$ cat config.mk
export PLATFORM = sky130hd
export DESIGN_NAME = uart_tx_buffer
export DESIGN_NICKNAME = d
export VERILOG_FILES = /design/src/rtl/uart_pkg.sv /design/src/rtl/uart_tx_fifo_mem.sv /design/src/rtl/uart_tx_buffer.sv
export SDC_FILE = /design/constraint.sdc
export NUM_CORES = 1
export LEC_CHECK = 0
export CORE_MARGIN = 2
export CORE_UTILIZATION = 40
export DETAILED_ROUTE_END_ITERATION = 16
export GPL_ROUTABILITY_DRIVEN = 0
export HOLD_SLACK_MARGIN = 0.12
export PLACE_DENSITY = 0.67
export SLEW_MARGIN = 10
export SYNTH_ARGS = -nofsm -noshare
export SYNTH_HDL_FRONTEND = slang
export SYNTH_HIERARCHICAL = 1
export SYNTH_SLANG_ARGS = --single-unit
export TNS_END_PERCENT = 1
$ cat constraint.sdc
create_clock -name CLK -period 5.4 [get_ports CLK]
set_input_delay 1.62 -clock CLK [delete_from_list [all_inputs] [get_ports CLK]]
set_output_delay 1.62 -clock CLK [all_outputs]
set_load 0.1 [all_outputs]
$ cat src/rtl/uart_pkg.sv
// Shared definitions for the UART transmit path.
// Holds the launcher state encoding and the default data width.
package uart_pkg;

    localparam int unsigned UART_DATA_WIDTH = 8;

    typedef enum logic [1:0] {
        IDLE      = 2'b00,
        ISSUE     = 2'b01,
        WAIT_BUSY = 2'b10,
        WAIT_DONE = 2'b11
    } launch_state_e;

endpackage

$ cat src/rtl/uart_tx_fifo_mem.sv
// Word FIFO feeding the UART TX launcher.
// Wrap-bit pointers give FULL/EMPTY/occupancy; pushes while FULL are dropped and flagged.
module uart_tx_fifo_mem #(
    parameter int unsigned DATA_WIDTH = 8,
    parameter int unsigned DEPTH      = 8
) (
    input  logic                    i_clk,
    input  logic                    i_rst,
    input  logic                    i_push,
    input  logic [DATA_WIDTH-1:0]   i_wdata,
    input  logic                    i_pop,
    output logic [DATA_WIDTH-1:0]   o_rdata,
    output logic                    o_full,
    output logic                    o_empty,
    output logic [$clog2(DEPTH):0]  o_cnt,
    output logic                    o_overflow
);

    localparam int unsigned AW = $clog2(DEPTH);

    logic [AW:0]           r_wr_ptr;
    logic [AW:0]           r_rd_ptr;
    logic [DATA_WIDTH-1:0] r_mem [DEPTH];
    logic                  r_overflow;
    logic                  w_push_ok;
    logic                  w_pop_ok;

    // FULL uses the pre-pop pointers, so a push at FULL is lost even alongside a pop.
    assign o_full     = (r_wr_ptr[AW-1:0] == r_rd_ptr[AW-1:0]) && (r_wr_ptr[AW] != r_rd_ptr[AW]);
    assign o_empty    = (r_wr_ptr == r_rd_ptr);
    assign o_cnt      = r_wr_ptr - r_rd_ptr;
    assign o_rdata    = r_mem[r_rd_ptr[AW-1:0]];
    assign o_overflow = r_overflow;
    assign w_push_ok  = i_push & ~o_full;
    assign w_pop_ok   = i_pop & ~o_empty;

    always_ff @(posedge i_clk or posedge i_rst) begin
        if (i_rst) begin
            r_wr_ptr   <= '0;
            r_rd_ptr   <= '0;
            r_overflow <= 1'b0;
            for (int i = 0; i < DEPTH; i++) begin
                r_mem[i] <= '0;
            end
        end else begin
            if (w_push_ok) begin
                r_mem[r_wr_ptr[AW-1:0]] <= i_wdata;
                r_wr_ptr                <= r_wr_ptr + 1'b1;
            end
            if (w_pop_ok) begin
                r_rd_ptr <= r_rd_ptr + 1'b1;
            end
            if (i_push & o_full) begin
                r_overflow <= 1'b1;
            end
        end
    end

endmodule

$ cat src/rtl/uart_tx_buffer.sv
// Host-side write buffer in front of the UART TX FSM.
// Launches one queued word per frame as P_DATA plus a one-cycle Data_Valid, then follows busy.
module uart_tx_buffer
    import uart_pkg::*;
#(
    parameter int unsigned DATA_WIDTH = UART_DATA_WIDTH,
    parameter int unsigned DEPTH      = 8,
    parameter int unsigned BUSY_TO    = 4
) (
    input  logic                    CLK,
    input  logic                    RST,
    input  logic                    WR_EN,
    input  logic [DATA_WIDTH-1:0]   WR_DATA,
    output logic                    FULL,
    output logic                    EMPTY,
    output logic [$clog2(DEPTH):0]  FIFO_CNT,
    output logic                    OVERFLOW,
    output logic                    LOST,
    input  logic                    busy,
    output logic [DATA_WIDTH-1:0]   P_DATA,
    output logic                    Data_Valid
);

    localparam int unsigned TW = (BUSY_TO > 1) ? $clog2(BUSY_TO) : 1;

    launch_state_e         r_state;
    logic [TW-1:0]         r_to_cnt;
    logic                  r_lost;
    logic [DATA_WIDTH-1:0] r_pdata;
    logic                  r_dv;
    logic [DATA_WIDTH-1:0] w_rdata;
    logic                  w_launch;

    // Pop happens at launch, so the FIFO slot frees before the frame is sent.
    assign w_launch   = (r_state == IDLE) && !EMPTY && !busy;
    assign LOST       = r_lost;
    assign P_DATA     = r_pdata;
    assign Data_Valid = r_dv;

    uart_tx_fifo_mem #(
        .DATA_WIDTH (DATA_WIDTH),
        .DEPTH      (DEPTH)
    ) u_fifo (
        .i_clk      (CLK),
        .i_rst      (RST),
        .i_push     (WR_EN),
        .i_wdata    (WR_DATA),
        .i_pop      (w_launch),
        .o_rdata    (w_rdata),
        .o_full     (FULL),
        .o_empty    (EMPTY),
        .o_cnt      (FIFO_CNT),
        .o_overflow (OVERFLOW)
    );

    always_ff @(posedge CLK or posedge RST) begin
        if (RST) begin
            r_state  <= IDLE;
            r_to_cnt <= '0;
            r_lost   <= 1'b0;
            r_pdata  <= '0;
            r_dv     <= 1'b0;
        end else begin
            unique case (r_state)
                IDLE: begin
                    if (w_launch) begin
                        r_pdata <= w_rdata;
                        r_dv    <= 1'b1;
                        r_state <= ISSUE;
                    end
                end
                ISSUE: begin
                    r_dv     <= 1'b0;
                    r_to_cnt <= '0;
                    r_state  <= WAIT_BUSY;
                end
                WAIT_BUSY: begin
                    if (busy) begin
                        r_state <= WAIT_DONE;
                    end else if (r_to_cnt == TW'(BUSY_TO - 1)) begin
                        // TX never accepted the frame; give up so the queue keeps draining.
                        r_lost  <= 1'b1;
                        r_state <= IDLE;
                    end else begin
                        r_to_cnt <= r_to_cnt + 1'b1;
                    end
                end
                WAIT_DONE: begin
                    if (!busy) begin
                        r_state <= IDLE;
                    end
                end
                default: r_state <= IDLE;
            endcase
        end
    end

endmodule

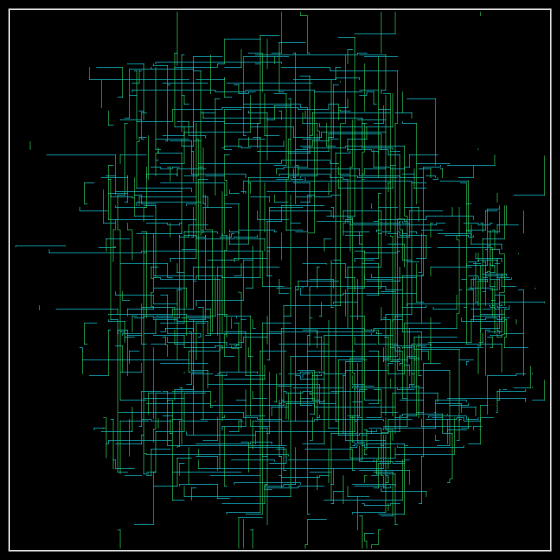
**Above:** wiring by layer.
Only two layers are drawn.
[metal 2] green | wire length: 4060 µm
[metal 1] cyan | wire length: 3670 µm
total wirelength of the detailed-routed design: 8123 µm
GR Util All Layers: 15.99%
vias after detailed routing: 2342
wire length per cell: 17.85 µm

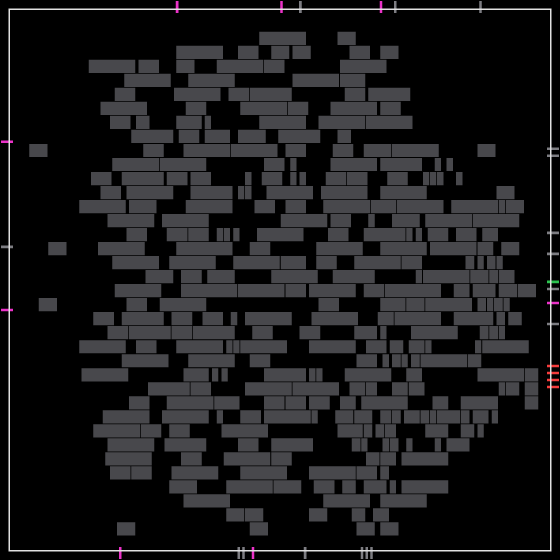
**Above:** I/O pins on the die edge.
Pins as bars across the die edge, other pins in gray.
[FIFO_CNT] red | pins: 4 | direction: output | edge: right
[busy] green | pins: 1 | direction: input | edge: right
[WR_DATA] magenta | pins: 8 | direction: input | edge: 3 top, 2 left, 2 bottom, 1 right
buffers added on ports: 28
die height: 104.8 µm

==> flow_results.org <==
#+TITLE: Flow metrics

** Outcome
- The run finished with clean final reports.

** Setup path
- R2R setup slack :: 2540 ps
- Crit end category :: output port
- STA shows the worst reg2reg path with a cell count of 7.
- STA classifies the critical path startpoint as a register.
- Worst path slowest cell :: dfrtp_1
- The timing report gives the biggest stage delay along the critical path as 610 ps.
- Crit-path leading delay family :: buffers and inverters
- The cell that appears most often on the critical path is inv_2.
- At the worst endpoint, the arrival time is 2400 ps.
- The critical path is of the reg -> out type.
- Critical path startpoint :: u_fifo/r_rd_ptr[2]
- In this run the critical register-to-register path is launched from u_fifo/r_rd_ptr[2].

** Global routing
- The first global-routing pass estimated 13360 µm of wire.
- The number of antenna violations at the first check in global routing is 0.
- Global-route met2 utilization :: 26.21%
- On met3, the global router reports a usage of 2.745%.
- The number of global-route vias before repair came to 2467.
- Met1 Use GR :: 20.98%
- After global routing, the most crowded layer is met2.
- Recorded from the global router log, the overflow total was 0.
- Pin count of the biggest net entering global routing :: 50

** Floorplan
- Chip Footprint :: 10980 µm²
- In the floorplan report the effective utilization is 41.37%.

** Synth
- After synthesis, the share of flip-flops with an asynchronous set or reset is 100.0%.
- Unique masters post-synth :: 33
- The commonest register cell is dfrtp_1.
- Synthesis warning total :: 6
- Post-synthesis sequential element count :: 87
- Synth top area share :: 53.59%
- Yosys reports that the most numerous cell types are 87 x dfrtp_1, 66 x mux2_2, 28 x nand2_1.
- Top post-synthesis cells by area :: dfrtp_1 54%, mux2_2 18%, mux4_2 8.9%
- Average size of a mapped cell :: 14.21 µm²
- Netlist area before placement :: 4063 µm²
- Post-synth EDFFs :: 0
- Post-synth top area cell :: dfrtp_1
- Yosys stat chip area :: 4063 µm²

** Flow run
- Summing over the stages, the warning tally comes to 26.

** Clock tree
- Buffer cell driving the clock tree root :: clkbuf_8
- Clock-pin transition on the worst setup and hold timing paths :: 80 ps
- CTS tree :: built
- Clk_lat worst skew :: 360 ps
- According to the CTS report, the clock sink count is 87.
- Post-CTS Resized :: 0

** Final timing
- Least setup slack across all paths after layout :: 1382 ps
- Worst setup skew after layout :: 8.654 ps
- Part of the cycle the worst path needs :: 74.40%
- Setup repair after global routing left no endpoint under its margin.
- Setup tns final :: 0 ps
- Final worst hold slack :: 465.1 ps

** Routing
- Detailed router's first-iteration violation count :: 71
- Summed over all nets, wire length on met2 after detailed routing comes to 4058 µm.
- According to the report, the first pass of detailed routing completed in 4 iterations.
- Highest Signal Layer :: met4
- Number of DRC violations after detailed routing :: 0

** Final layout
- Leading cell types in the layout, fill and taps excluded :: 87 x dfrtp_1, 66 x mux2_2, 28 x nand2_1
- The multi-input combinational cells in the finished layout cover a total of 1772 µm².
- 0 antenna diodes ended up in the layout.
- Most frequently placed logic cell in the final layout :: dfrtp_1
- Once layout is done, the placed cells without fillers occupy 4690 µm².
- Non-filler instance count after layout :: 455
- Cells fill 47.76% of the core in the end.

** Placement
- In the placement report, post-DP HPWL is listed as 5190 µm.
- Setup slack on the worst path after placement came out at 1633 ps.
- Cell count after placement :: 439

** Hold path
- Endpoint of the worst hold path :: u_fifo/o_overflow
- According to the hold report, the worst path is of the reg -> reg type.
- HP Start :: u_fifo/o_overflow
kinds of logic (layout without fill, tap and decap cells):
family                   count (synthesis)  count (layout)  share of synthesized area (%)
AND-OR/OR-AND                           15              15                          2.248
XOR/XNOR                                10              10                          2.156
adder cells (fa/ha/maj)                  7               7                          2.341
buffers and inverters                   24              60                          2.803
flip-flops                              87              87                          53.59
multiplexers                            90              90                          30.12
AND/OR/NAND/NOR                         53              53                          6.745
area by class of cell:
cell class,count,area share (%)
Clock buffer,11,2.801
Clock inverter,5,2.268
Inverter,13,1.041
Multi-Input combinational cell,175,37.78
Sequential cell,87,46.42
Tap cell,133,3.549
Timing Repair Buffer,31,6.137
